## config.mk

```make
export PLATFORM = sky130hd
export DESIGN_NAME = tx_shifter
export DESIGN_NICKNAME = d
export VERILOG_FILES = /design/src/rtl/tx_shifter.sv
export SDC_FILE = /design/constraint.sdc
export NUM_CORES = 1
export LEC_CHECK = 0
export ABC_AREA = 1
export CAP_MARGIN = 20
export CORE_ASPECT_RATIO = 1.75
export CORE_MARGIN = 2
export CORE_UTILIZATION = 60
export CTS_BUF_LIST = sky130_fd_sc_hd__clkbuf_4 sky130_fd_sc_hd__clkbuf_8
export DETAILED_ROUTE_END_ITERATION = 6
export DONT_BUFFER_PORTS = 1
export PLACE_DENSITY_LB_ADDON = 0.05
export SYNTH_ARGS = -nofsm -noshare
export SYNTH_HDL_FRONTEND = slang
export SYNTH_SLANG_ARGS = --single-unit
```

## constraint.sdc

```tcl
create_clock -name tClk -period 2.7 [get_ports tClk]
set_input_delay 0.405 -clock tClk [delete_from_list [all_inputs] [get_ports tClk]]
set_output_delay 0.405 -clock tClk [all_outputs]
set_load 0.02 [all_outputs]
```

## src/rtl/tx_shifter.sv

```systemverilog
// tx_shifter: 8N1 / 8E1 / 8O1 UART transmit serializer.
// Registered line output, one-cycle done pulse at frame end.
module tx_shifter #(
  parameter int unsigned BAUD_DIV   = 16,
  parameter bit          PARITY_EN  = 1'b0,
  parameter bit          PARITY_ODD = 1'b0
) (
  input  logic       tClk,
  input  logic       tRst,
  input  logic       tLoad,
  input  logic [7:0] tdataIn,
  output logic       tRdy,
  output logic       tTx,
  output logic       tDone,
  output logic       tBusy
);

  typedef enum logic [2:0] {
    IDLE,
    START,
    DATA,
    PARITY,
    STOP
  } state_t;

  localparam logic [15:0] LAST = 16'(BAUD_DIV - 1);

  state_t      state_q, state_d;
  logic [15:0] cnt_q, cnt_d;
  logic [2:0]  idx_q, idx_d;
  logic [7:0]  sh_q, sh_d;
  logic        par_q, par_d;
  logic        tx_q, tx_d;
  logic        bit_end;

  assign bit_end = (cnt_q == LAST);

  // Next-state, bit timing and next line level.
  always_comb begin
    state_d = state_q;
    cnt_d   = cnt_q + 16'd1;
    idx_d   = idx_q;
    sh_d    = sh_q;
    par_d   = par_q;
    tx_d    = tx_q;
    unique case (state_q)
      IDLE: begin
        cnt_d = '0;
        tx_d  = 1'b1;
        if (tLoad) begin
          state_d = START;
          sh_d    = tdataIn;
          par_d   = (^tdataIn) ^ PARITY_ODD;
          idx_d   = '0;
          tx_d    = 1'b0;
        end
      end
      START: begin
        if (bit_end) begin
          state_d = DATA;
          cnt_d   = '0;
          tx_d    = sh_q[0];
        end
      end
      DATA: begin
        if (bit_end) begin
          cnt_d = '0;
          if (idx_q == 3'd7) begin
            if (PARITY_EN) begin
              state_d = PARITY;
              tx_d    = par_q;
            end else begin
              state_d = STOP;
              tx_d    = 1'b1;
            end
          end else begin
            idx_d = idx_q + 3'd1;
            sh_d  = {1'b0, sh_q[7:1]};
            tx_d  = sh_q[1];
          end
        end
      end
      PARITY: begin
        if (bit_end) begin
          state_d = STOP;
          cnt_d   = '0;
          tx_d    = 1'b1;
        end
      end
      STOP: begin
        if (bit_end) begin
          state_d = IDLE;
          cnt_d   = '0;
          tx_d    = 1'b1;
        end
      end
      default: begin
        state_d = IDLE;
        cnt_d   = '0;
        tx_d    = 1'b1;
      end
    endcase
  end

  // State, counters, shift register and line register.
  always_ff @(posedge tClk or negedge tRst) begin
    if (!tRst) begin
      state_q <= IDLE;
      cnt_q   <= '0;
      idx_q   <= '0;
      sh_q    <= '0;
      par_q   <= 1'b0;
      tx_q    <= 1'b1;
    end else begin
      state_q <= state_d;
      cnt_q   <= cnt_d;
      idx_q   <= idx_d;
      sh_q    <= sh_d;
      par_q   <= par_d;
      tx_q    <= tx_d;
    end
  end

  assign tRdy  = (state_q == IDLE);
  assign tBusy = ~tRdy;
  assign tDone = (state_q == STOP) && bit_end;
  assign tTx   = tx_q;

endmodule

```

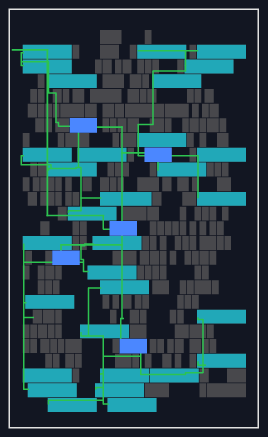
Figure 1: run 1, clock wires, drivers and flops.
legend:
  green:
    item: clock wires
    length: 380 um
  blue:
    item: clock-net drivers
    count: 5
  cyan:
    item: flip-flops
    count: 31
flops lie: all over the die
routed clock nets: 6

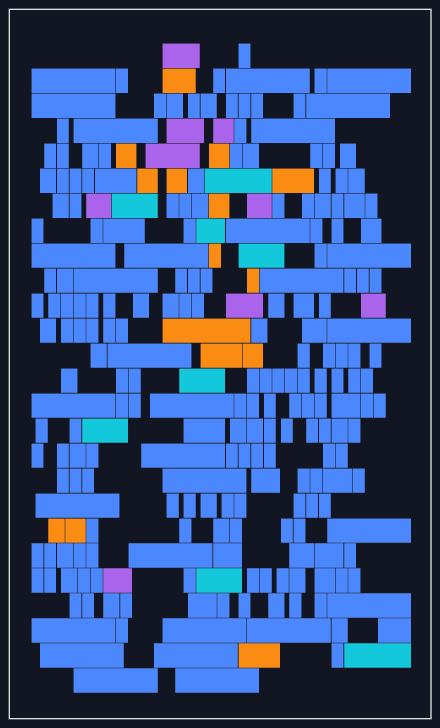
Figure 2: run 1, drive-strength map.
legend:
  orange:
    size: x2
    cells: 15
  cyan:
    size: x6 and larger
    cells: 8
  blue:
    size: x1 and smaller
    cells: 218
  purple:
    size: x3 and x4
    cells: 9
Syn-to-layout area delta: 6.289%
PnR worst setup slack: 0.6299 ns
number of signal-net buffers in the layout: 3
Final Cell Area: 1946 um^2

==> Slide: Implementation Results, run 1 <==
Key Metrics from the Run

Power
  – Overall power: 0.001735 W
  – Maximum ir drop on the vdd rail: 0.5724 mV
  – Net switching power figure: 0.0007443 W
  – Proportion of power drawn by combinational gates: 39.7%
  – Internal power: 0.0009903 W
  – Leakage Power: 0.9428 nW
  – Group with the largest share of power: combinational logic
  – Power Clock: 0.000360 W
  – Sequential-cell power consumption: 0.000685 W
  – Cell area power density: 891.5 nW/um^2
  – Combinational group power: 0.000689 W

Outcome
  – Status: complete, no violations

Detailed routing
  – Average wire per cell in the routed design: 13.14 um
  – Via-to-Cell Ratio: 5.547
  – Wire length after detailed routing: 3654 um
  – Count of routing violations after the opening detailed-route iteration: 34
  – Vias: 1542

Die
  – Well tap count: 28
  – Total Die Area: 3526 um^2
  – Number of top-level pins: 15

Timing
  – Final Hold Vio Count: 0
  – Largest clock skew in the final design: 0.006887 ns
  – Achievable clock frequency: 483.1 MHz
  – Post-Route Setup TNS: 0 ns
  – Post-layout min period: 2.070 ns
  – RSZ-0062 raised after global routing: false
  – Slew at the pin with the worst max-slew slack: 0.5040 ns

Hold path
  – Hold-critical path depth: 2
  – Class of the tightest hold or removal check: input pin to register

Setup path
  – Critical path data arrival time: 1.67 ns
  – Startpoint of the most critical setup path: cnt_q[0]
  – Worst R2R Path Depth: 8
  – Startpoint of the worst register-to-register path: idx_q[0]
  – Maximum net fanout on the critical path: 4
  – Worst Path Class, Setup: register to output port
  – Worst Path Buf+Inv: 1
  – Kind of end point of the critical path: output port

Final layout
  – Clock distribution area overhead in the final layout: 4.566%
  – Logic share of the area: 48.04%
  – Fraction of layout instances using a drive strength above 1: 12.80%
  – Nonclk inv count: 16
  – Leading cell type in the layout, fill and taps excluded: sky130_fd_sc_hd__nand2_1
  – Logic area: 934.6 um^2
  – Number of diodes: 0
  – Layout non-clock buf frac: 1.929%
  – Register Area: 777.0 um^2
  – Sequential portion of the cell area: 39.94%
  – Count of filler cells inserted in the layout: 257
  – Biggest Area Class: combinational gates
  – Final sequential cell count: 31
  – Top Layout Cells: sky130_fd_sc_hd__nand2_1 (83), sky130_fd_sc_hd__nor2_1 (47), sky130_fd_sc_hd__dfrtp_1 (30), sky130_fd_sc_hd__nand3_1 (25), sky130_fd_sc_hd__inv_1 (11)
  – Final net count: 263

Flow run
  – Number of warnings in the stage logs: 26
  – Max-Cap Viols: 0

Logic synthesis
  – Synth top area cells: sky130_fd_sc_hd__dfrtp_1 (41%), sky130_fd_sc_hd__nand2_1 (17%), sky130_fd_sc_hd__nor2_1 (9.6%)
  – Area fraction in full adders, half adders and majority gates: 2.051%
  – Post-synthesis share of cell area spent on and, or, nand and nor gates: 44.02%
  – Most area-hungry cell type in the Yosys netlist: sky130_fd_sc_hd__dfrtp_1
  – Largest type area fraction: 41.01%
  – Net count entering floorplan: 258
  – Warnings from Yosys: 0
  – Cell area after synthesis: 1831 um^2
  – Instance count of the mapped netlist: 244
  – Post-Syn Area per Cell: 7.502 um^2
  – Post-Synth XOR/XNOR Area: 2.871%

Global routing
  – Pin count of the biggest net entering global routing: 32
  – Via count of the first global-routing pass: 1523
  – Number of antenna violations at the first check in global routing: 0
  – Wire length of the first global-routing pass: 6423 um

CTS
  – Post-CTS clock slew at the launch and capture registers of the worst setup and hold paths: 0.06 ns
  – Clock tree from TritonCTS: built
  – Maximum clock insertion buffer count: 2
  – CTS HTree Levels: 2
  – Clock net sink count: 31
  – Cts repair resizes: 0

Placement
  – Weighted congestion reported at the end of routability-driven placement: 0.8752
  – HPWL reported at the end of detailed placement: 2858 um
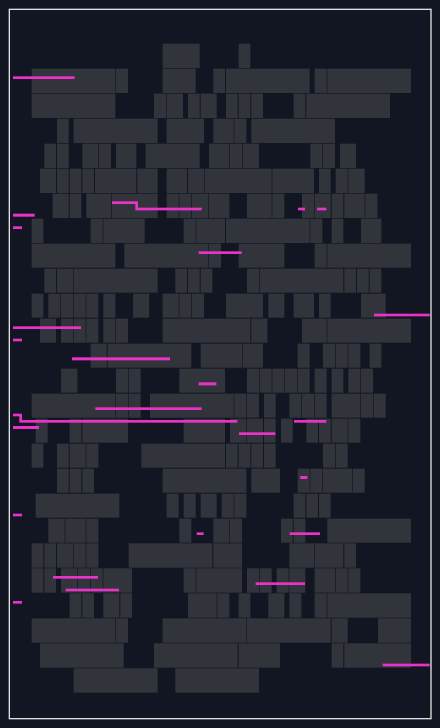
Figure 3: run 1, M3 wires.
nets with wire on the layer: 19
share of all routed wire: 3.3%

-- run 1: synth_stat cells --
master                     instances
sky130_fd_sc_hd__a21oi_1           1
sky130_fd_sc_hd__a21oi_4           1
sky130_fd_sc_hd__buf_2             1
sky130_fd_sc_hd__buf_4             1
sky130_fd_sc_hd__buf_6             3
sky130_fd_sc_hd__clkinv_4          1
sky130_fd_sc_hd__dfrtp_1          30
sky130_fd_sc_hd__dfstp_2           1
sky130_fd_sc_hd__ha_1              3
sky130_fd_sc_hd__inv_1            11
sky130_fd_sc_hd__inv_2             2
sky130_fd_sc_hd__inv_4             1
sky130_fd_sc_hd__inv_6             1
sky130_fd_sc_hd__nand2_1          83
sky130_fd_sc_hd__nand2_2           4
sky130_fd_sc_hd__nand2_4           2
sky130_fd_sc_hd__nand3_1          25
sky130_fd_sc_hd__nand3_2           1
sky130_fd_sc_hd__nand3b_1          1
sky130_fd_sc_hd__nand4_1           3
sky130_fd_sc_hd__nor2_1           47
sky130_fd_sc_hd__nor2_2            3
sky130_fd_sc_hd__nor2_4            1
sky130_fd_sc_hd__nor2_8            1
sky130_fd_sc_hd__nor3_1            3
sky130_fd_sc_hd__nor3b_2           3
sky130_fd_sc_hd__nor4_1            1
sky130_fd_sc_hd__o21ai_0           1
sky130_fd_sc_hd__o21ai_1           1
sky130_fd_sc_hd__o21bai_1          1
sky130_fd_sc_hd__xor2_1            6
-- run 1: stage by stage --
step / cells / area, um^2 / setup slack (ns) / utilization [%] / hold WS, ns
after floorplan: 244 / 1831 / 0.7578 / - / 0.1094
after global placement: 268 / 1827 / 0.9361 / 62.39 / 0.1102
after detailed placement: 268 / 1827 / 0.8788 / 62.39 / 0.1102
after CTS: 278 / 1946 / 0.6234 / 66.45 / 0.2698
after global routing: 278 / 1946 / 0.5032 / 66.45 / 0.2672
final: 278 / 1946 / 0.6299 / 66.45 / 0.2677
-- run 1: final timing paths --
kind                             end  slack (ns)
max in group asynchronous        tTx        1.90
hold reg to reg              sh_q[2]        0.48
hold / removal               sh_q[7]        0.27
setup reg to reg             sh_q[3]        0.89
min in group asynchronous  cnt_q[13]        0.56
setup / recovery               tDone        0.63
-- run 1: worst reg2reg max path, cell delays in order, from the launching register on --
cell	delay, ns
sky130_fd_sc_hd__dfrtp_1	0.40
sky130_fd_sc_hd__ha_1	0.21
sky130_fd_sc_hd__ha_1	0.20
sky130_fd_sc_hd__inv_1	0.07
sky130_fd_sc_hd__nand3_2	0.10
sky130_fd_sc_hd__a21oi_4	0.32
sky130_fd_sc_hd__nand2_2	0.23
sky130_fd_sc_hd__nand2_1	0.12
sky130_fd_sc_hd__nand2_1	0.06
-- run 1: registers in the layout, indices dropped and copies added (netlist names) --
name     cells
tTx          1
state_q      3
sh_q         8
cnt_q       16
idx_q        3
-- run 1: repair_timing --
item	in CTS	in global routing
buffers inserted	0	0
hold buffers	2	0
endpoints found under the hold margin	31	0
-- run 1: layer usage --
metal	wire length [um]	vias to the layer above	GRT usage [%]
li1	-	777	-
met1	1334	724	25.16
met2	2068	30	44.65
met3	120	11	4.941
met4	130	0	12.86
met5	0	-	0
==> inputs of run 2 (changes only) <==
- CORE_UTILIZATION: 60 -> 59
- clock period: 2.7 -> 1.9 ns (I/O delays scaled with it)
==> run 2 against run 1 <==
  * Global-route usage is 0.66 points higher
  * Core utilization increased by 3.8 points
  * Critical path type unchanged
  * Cell count increased by 3.2%
  * Flip-flop count unchanged
  * Highest routed layer unchanged
  * Critical endpoint unchanged
==> Slide: Implementation Results, run 2 <==
Key Metrics from the Run

Logic synthesis
  – Number of distinct library cells after synthesis: 31
  – FF+latch count, synth: 31
  – Synth top area cells: sky130_fd_sc_hd__dfrtp_1 (41%), sky130_fd_sc_hd__nand2_1 (17%), sky130_fd_sc_hd__nor2_1 (9.6%)
  – Most frequent cells after synthesis: sky130_fd_sc_hd__nand2_1 (83), sky130_fd_sc_hd__nor2_1 (47), sky130_fd_sc_hd__dfrtp_1 (30)
  – Main synth FF type: sky130_fd_sc_hd__dfrtp_1
  – Total cells reported by yosys after synthesis: 244
  – Warnings from Yosys: 0 (unchanged)
  – Largest type area fraction: 41.01% (unchanged)
  – Post-Syn Area per Cell: 7.502 um^2 (unchanged)
  – Net count entering floorplan: 258 (unchanged)
  – Proportion of synthesized flip-flops having asynchronous set or reset: 100.0% (unchanged)
  – Most area-hungry cell type in the Yosys netlist: sky130_fd_sc_hd__dfrtp_1
  – Instance count of the mapped netlist: 244 (unchanged)
  – Area reported by Yosys stat: 1831 um^2
  – EDFF count, synth: 0 (unchanged)
  – Count leader, synth: sky130_fd_sc_hd__nand2_1
  – Part of the Yosys area used for sequential elements: 42.45%
  – Cell area after synthesis: 1831 um^2 (unchanged)

Final layout
  – Fraction of layout instances using a drive strength above 1: 18.92% (+6.1 points)
  – Syn-to-layout area delta: 12.30%
  – Leading cell type in the layout, fill and taps excluded: sky130_fd_sc_hd__nand2_1
  – Count of filler cells inserted in the layout: 249 (-3.1%)
  – Logic area: 980.9 um^2 (+5.0%)
  – Number of diodes: 0 (unchanged)
  – Fin util: 70.21% (+3.8 points)
  – Top Layout Cells: sky130_fd_sc_hd__nand2_1 (82), sky130_fd_sc_hd__nor2_1 (44), sky130_fd_sc_hd__dfrtp_1 (29), sky130_fd_sc_hd__nand3_1 (24), sky130_fd_sc_hd__inv_1 (11)
  – Top flop regs: cnt_q: 16 flops, sh_q: 8 flops
  – Register with the most flip-flops: cnt_q
  – Max FFs per register: 16 (unchanged)
  – Register Area: 778.2 um^2 (+0.16%)
  – Final net count: 272 (+3.4%)

Detailed routing
  – Number of antenna-violating nets in the routed design: 0
  – Count of routing violations after the opening detailed-route iteration: 24 (-29%)
  – Average wire per cell in the routed design: 14.04 um (+6.8%)
  – Iteration tally of the first detailed-router pass: 4
  – DRC violation count after routing: 0
  – Via-to-Cell Ratio: 5.540 (-0.12%)

CTS
  – Clock tree from TritonCTS: built
  – Number of CTS-inserted buffers: 5
  – Clock root buffer: sky130_fd_sc_hd__clkbuf_8
  – Clock net sink count: 31 (unchanged)
  – Clk latency late pin: 0.29 ns
  – Maximum clock insertion buffer count: 2 (unchanged)
  – Post-CTS clock slew at the launch and capture registers of the worst setup and hold paths: 0.06 ns (about the same)
  – CTS HTree Levels: 2 (unchanged)

Die
  – Num rows: 26
  – Number of top-level pins: 15 (unchanged)
  – Initial cell density of the core: 62.52%
  – Width of the chip: 46.11 um
  – Die height: 77.69 um
  – Total Die Area: 3582 um^2 (+1.6%)
  – Core ar.: 2928 um^2

Timing
  – Largest clock skew in the final design: 0.007840 ns (+0.0009534 ns)
  – Achievable clock frequency: 535.6 MHz
  – Final period util: 98.27%
  – Post-Route Setup TNS: 0 ns (unchanged)
  – Final Hold Vio Count: 0 (unchanged)
  – Slew at the pin with the worst max-slew slack: 0.3217 ns (-0.1823 ns)
  – Tightest slew margin relative to the limit: 78.39%
  – Number of max-slew violations in the final report: 0
  – Post-layout min period: 1.867 ns
  – Finish-stage setup viols: 0

Setup path
  – Worst Path Class, Setup: register to output port
  – CP required: 1.62 ns
  – Startpoint of the most critical setup path: cnt_q[0]
  – Maximum net fanout on the critical path: 4 (unchanged)
  – Kind of end point of the critical path: output port
  – Setup crit start kind: register
  – Critical path data arrival time: 1.58 ns (-0.09 ns)
  – Startpoint of the worst register-to-register path: idx_q[0]

Placement
  – Tally of buffers added on design ports: 0
  – Weighted congestion reported at the end of routability-driven placement: 0.9909 (+13%)
  – HPWL reported at the end of detailed placement: 2973 um (+4.0%)

Flow run
  – Max-Cap Viols: 0 (unchanged)
  – Number of warnings in the stage logs: 26 (unchanged)

Power
  – Cell area power density: 1254 nW/um^2 (+41%)
  – Maximum ir drop on the vdd rail: 1.086 mV (+90%)
  – Leakage Power: 0.9851 nW (+4.5%)

Global routing
  – Number of antenna violations at the first check in global routing: 0 (unchanged)
  – Pin count of the biggest net entering global routing: 32 (unchanged)
  – Wire length of the first global-routing pass: 6713 um (+4.5%)
  – GR Util All Layers: 25.61%
  – Remaining global-route overflow: 0
  – Via count of the first global-routing pass: 1622 (+6.5%)

Outcome
  – Status: complete, no violations

Hold path
  – Class of the tightest hold or removal check: input pin to register
  – Hold Path Origin: tdataIn[7]
-- run 2: final cells by class --
class	count	share of cell area (%)
multi-input cells	192	47.72
flip-flops and latches	31	37.86
repair buffers	12	5.113
inverters	16	3.530
clock buffers	5	3.348
well taps	28	1.704
clock inverters	3	0.7304
-- run 2: kinds of logic (layout without fill, tap and decap cells) --
family / Yosys count / after routing / synth area share [%]
buffers and inverters: 21 / 36 / 6.494
DFF: 31 / 31 / 42.45
AOI/OAI and AO/OA: 5 / 5 / 2.119
adders and majority gates: 3 / 3 / 2.051
xor gates and xnor gates: 6 / 6 / 2.871
and+or+nand+nor: 178 / 178 / 44.02
-- run 2: worst max-delay path, cell delays in order, from the launching register on --
cell and delay (ns):
sky130_fd_sc_hd__dfrtp_1 0.43, sky130_fd_sc_hd__ha_4 0.18, sky130_fd_sc_hd__nand3_4 0.10, sky130_fd_sc_hd__nor2_4 0.12
sky130_fd_sc_hd__nand2_2 0.06, sky130_fd_sc_hd__nor4_2 0.22, sky130_fd_sc_hd__buf_4 0.18
-- run 2: timing repair --
item,in CTS,in global routing
pin swaps,1,3
endpoints found under the hold margin,31,0
setup endpoints to repair,1,1
resized,2,9
hold buffers,2,0
cloned,0,0
buffers inserted,0,6
-- run 2: worst paths after layout --
path                                  end  slack (ns)  cells past startpoint
worst max-delay path                tDone        0.03                      6
worst min-delay path              sh_q[7]        0.14                      2
worst max register to register   idx_q[1]        0.31                      8
worst min register to register    sh_q[7]        0.48                      2
max in group asynchronous             tTx        1.22                      2
min in group asynchronous       cnt_q[13]        0.44                      2
-- run 2: per-stage QoR --
step / instance area (um^2) / hold slack [ns] / worst slack [ns] / instances / total power [W]
after detailed placement: 1849 / -0.009772 / 0.2184 / 271 / 0.002019
after global routing: 2056 / 0.1491 / -0.03849 / 287 / 0.002801
after floorplan: 1831 / -0.01059 / 0.07781 / 244 / 0.001876
final: 2056 / 0.1426 / 0.03284 / 287 / 0.002578
after CTS: 1972 / 0.1363 / 0.0008817 / 281 / 0.002544
after global placement: 1849 / -0.009781 / 0.2873 / 271 / 0.001975
-- run 2: routing by layer --
metal	global-route usage (%)	vias to the layer above	part of all wire [%]
li1	-	792	-
met1	24.73	754	37
met4	14.29	0	3.2
met2	45.97	32	57
met3	5.349	12	3.1
met5	0	-	0
-- run 2: power by group --
group / switching, W / internal, W
clock: 0.000243 / 0.000250
sequential: 0.000172 / 0.000828
combinational: 0.000719 / 0.000366
total: 0.00113 / 0.00144
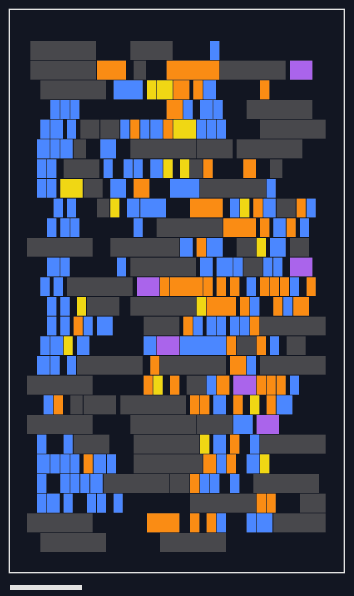
Figure 4: run 2, selected gate families.
The bar under the picture is 10 um long.
legend:
  yellow:
    family: inv cells
    cells: 16
    most_used: inv_1
  purple:
    family: xor and xnor cells
    cells: 6
    most_used: xor2_1
  orange:
    family: nor cells
    cells: 59
    most_used: nor2_1
  blue:
    family: nand cells
    cells: 119
    most_used: nand2_1
    where: all over the die

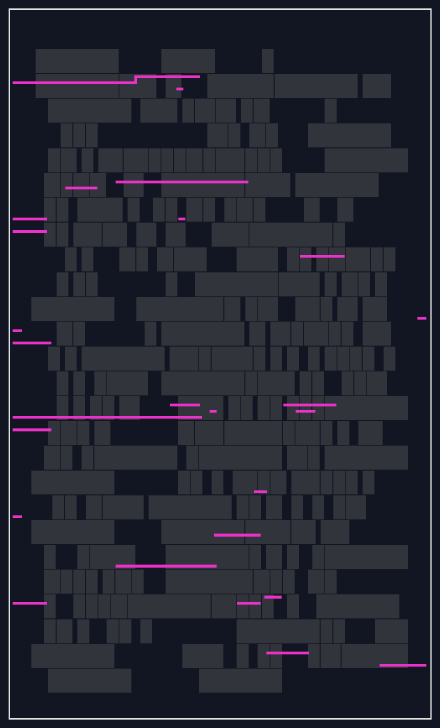
Figure 5: run 2, M3 wires.
share of all routed wire: 3.1%
longest straight run: 20.5 um
main direction: horizontal
nets with wire on the layer: 19
wire length on this layer: 125 um
Vias: 1590
wire length after detailed routing: 4029 um

Power is estimated from default activity; no workload was simulated.
